`src/rtl/pcpu_pkg.sv`:
```
// pcpu_pkg: shared arbiter state encoding, owner codes and counter widths
package pcpu_pkg;
  typedef enum logic [1:0] {ARB_IDLE, ARB_BUSY, ARB_RESP} arb_state_t;
  localparam logic OWN_IF = 1'b0;
  localparam logic OWN_DM = 1'b1;
  localparam int STARVE_CNT_W = 4;
endpackage

```
`src/rtl/arb_sat_cnt.sv`:
```
// arb_sat_cnt: 32-bit counter that increments on inc and holds at all-ones
module arb_sat_cnt (
  input  logic        clk,
  input  logic        rst,
  input  logic        inc,
  output logic [31:0] cnt
);
  always_ff @(posedge clk)
    if (rst) cnt <= '0;
    else if (inc && cnt != '1) cnt <= cnt + 32'd1;
endmodule

```
`src/rtl/mem_arbiter.sv`:
```
// mem_arbiter: shares one single-ported memory between IF and DM with DM priority and IF anti-starvation
// ARB_PERF_CNT_EN adds saturating conflict/busy performance counters.
module mem_arbiter
  import pcpu_pkg::*;
#(
  parameter int AW = 32,
  parameter int DW = 32,
  parameter int STARVE_LIMIT = 4
) (
  input  logic          clk,
  input  logic          rst,
  input  logic          if_req,
  input  logic [AW-1:0] if_addr,
  output logic [DW-1:0] if_rdata,
  output logic          if_ack,
  input  logic          dm_req,
  input  logic          dm_we,
  input  logic [AW-1:0] dm_addr,
  input  logic [DW-1:0] dm_wdata,
  output logic [DW-1:0] dm_rdata,
  output logic          dm_ack,
  output logic          mem_req,
  output logic          mem_we,
  output logic [AW-1:0] mem_addr,
  output logic [DW-1:0] mem_wdata,
  input  logic [DW-1:0] mem_rdata,
  input  logic          mem_ack
`ifdef ARB_PERF_CNT_EN
  ,
  output logic [31:0]   perf_conflict_cnt,
  output logic [31:0]   perf_busy_cnt
`endif
);
  arb_state_t state;
  logic owner;
  logic [STARVE_CNT_W-1:0] starve_cnt;
  logic grant_dm;
  // DM wins a conflict unless IF has already waited out STARVE_LIMIT DM grants
  assign grant_dm = dm_req && !(if_req && starve_cnt == STARVE_CNT_W'(STARVE_LIMIT));
  always_ff @(posedge clk) begin
    if (rst) begin
      state      <= ARB_IDLE;
      owner      <= OWN_IF;
      starve_cnt <= '0;
      mem_req    <= 1'b0;
      mem_we     <= 1'b0;
      mem_addr   <= '0;
      mem_wdata  <= '0;
      if_rdata   <= '0;
      dm_rdata   <= '0;
      if_ack     <= 1'b0;
      dm_ack     <= 1'b0;
    end else begin
      if_ack <= 1'b0;
      dm_ack <= 1'b0;
      case (state)
        ARB_IDLE:
          if (if_req || dm_req) begin
            owner      <= grant_dm ? OWN_DM : OWN_IF;
            mem_we     <= grant_dm && dm_we;
            mem_addr   <= grant_dm ? dm_addr : if_addr;
            mem_wdata  <= grant_dm ? dm_wdata : mem_wdata;
            starve_cnt <= (grant_dm && if_req) ? starve_cnt + 1'b1 : '0;
            mem_req    <= 1'b1;
            state      <= ARB_BUSY;
          end
        ARB_BUSY:
          if (mem_ack) begin
            if (owner == OWN_IF) if_rdata <= mem_rdata;
            if (owner == OWN_DM && !mem_we) dm_rdata <= mem_rdata;
            if_ack  <= owner == OWN_IF;
            dm_ack  <= owner == OWN_DM;
            mem_req <= 1'b0;
            state   <= ARB_RESP;
          end
        default: state <= ARB_IDLE;
      endcase
    end
  end
`ifdef ARB_PERF_CNT_EN
  arb_sat_cnt u_conflict (
    .clk(clk), .rst(rst),
    .inc(state == ARB_IDLE && if_req && dm_req),
    .cnt(perf_conflict_cnt)
  );
  arb_sat_cnt u_busy (
    .clk(clk), .rst(rst),
    .inc(mem_req),
    .cnt(perf_busy_cnt)
  );
`endif
endmodule

```
`config.mk`:
```
export PLATFORM = sky130hd
export DESIGN_NAME = mem_arbiter
export DESIGN_NICKNAME = d
export VERILOG_FILES = /design/src/rtl/pcpu_pkg.sv /design/src/rtl/arb_sat_cnt.sv /design/src/rtl/mem_arbiter.sv
export SDC_FILE = /design/constraint.sdc
export NUM_CORES = 1
export LEC_CHECK = 0
export CORE_MARGIN = 5
export CORE_UTILIZATION = 52
export CTS_CLUSTER_SIZE = 30
export DETAILED_ROUTE_END_ITERATION = 6
export DONT_BUFFER_PORTS = 1
export HOLD_SLACK_MARGIN = 0.03
export PLACE_DENSITY_LB_ADDON = 0.25
export SYNTH_ARGS = -nofsm -noshare
export SYNTH_HDL_FRONTEND = slang
export SYNTH_SLANG_ARGS = --single-unit
```
`constraint.sdc`:
```
create_clock -name clk -period 1.5 [get_ports clk]
set_input_delay 0.225 -clock clk [delete_from_list [all_inputs] [get_ports clk]]
set_output_delay 0.225 -clock clk [all_outputs]
set_load 0.01 [all_outputs]
```
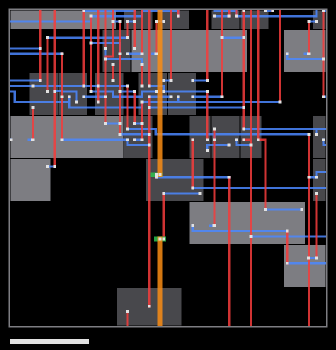
**Above:** zoomed window.
The bar under the picture is 5 µm long. Window x 48 to 68, y 71 to 91 µm. Cells in gray, sequential cells in the stronger gray; small squares are vias.
legend:
  red:
    layer: M2
  orange:
    layer: M4
  blue:
    layer: M1
  green:
    layer: M3
sequential cells in the window: 3
netlist names of flops here include: `dm_rdata` (2), `if_rdata` (1)
most frequent: o21ai_0 (3), a21oi_1 (3), dfxtp_1 (3)
cells with their middle in the window: 15

==> results.tsv <==
metric	value	unit
status	finished, violations left	
failing checks	negative hold slack, negative setup slack	
Clock-cell share	0.08633	
worst slew pin tran	664.7	ps
CP max FO	7	
GPL Wtd Cong	0.8181	
hold path endpoint	mem_addr[16]	
crit path DAT	2070	ps
comb area leader	AND-OR/OR-AND gates	
metal2 WL	9097	µm
WL final	18590	µm
initial antenna violation count	0	
reg-to-reg endpoint	mem_wdata[16]	
smallest hold slack	-211.8	ps
CTS tree	built	
Final period util	1.104	
Setup violations, final	62	
number of enable flip-flop cells	0	
clk buf depth	2	
Crit path required time	1910	ps
Die Ht	115.5	µm
Fmax	0.6037	GHz
sw frac	0.2504	
Hold Vio Cnt, Final	102	
top power group	the clock network	
final setup margin	-156.4	ps
CP peak stage delay	330	ps
num ports	266	
hold_buf cts	35	
chip area	13340	µm²
Avg Inst Size Synth	8.887	µm²
Synth async-reset ratio	0	
Port Buffers	0	
Power, Total	9598	µW
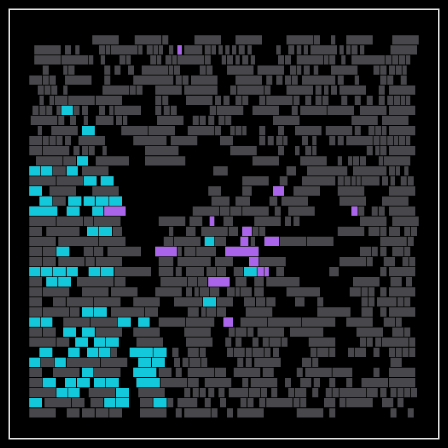
**Above:** selected gate families.
legend:
  cyan:
    family: non-inverting ao/oa cells
    cells: 67
    most_used: o311a_1
  purple:
    family: nor cells
    cells: 15
    where: middle
Final Instance Count excl. Fillers: 825
combinational share of cell area: 0.3728
most numerous logic cell after layout: dfxtp_1

[placed cells by master (no fill, tap or decap), drive strengths merged, types with 2 or more instances in the layout]
| cell | n |
|---|---|
| o311a | 32 |
| o21ai | 66 |
| a311oi | 32 |
| ha | 2 |
| nor3 | 5 |
| clkinv | 4 |
| dlygate4sd3 | 35 |
| dfxtp | 139 |
| or2 | 2 |
| nand2 | 66 |
| nor3b | 3 |
| nand3 | 67 |
| inv | 4 |
| clkbuf | 23 |
| and3 | 2 |
| nor2 | 5 |
| a31o | 32 |
| a21oi | 99 |
| buf | 43 |
| and3b | 2 |
| a32o | 2 |
| o32ai | 2 |
| bufinv | 4 |
| clkinvlp | 3 |
[cell families after synthesis]
logic type,Yosys count
AOI/OAI and AO/OA,268
adders and majority gates,2
buffers and inverters,83
DFF,139
and+or+nand+nor,159
No activity file was given, so power comes from the tool's default toggle rates.
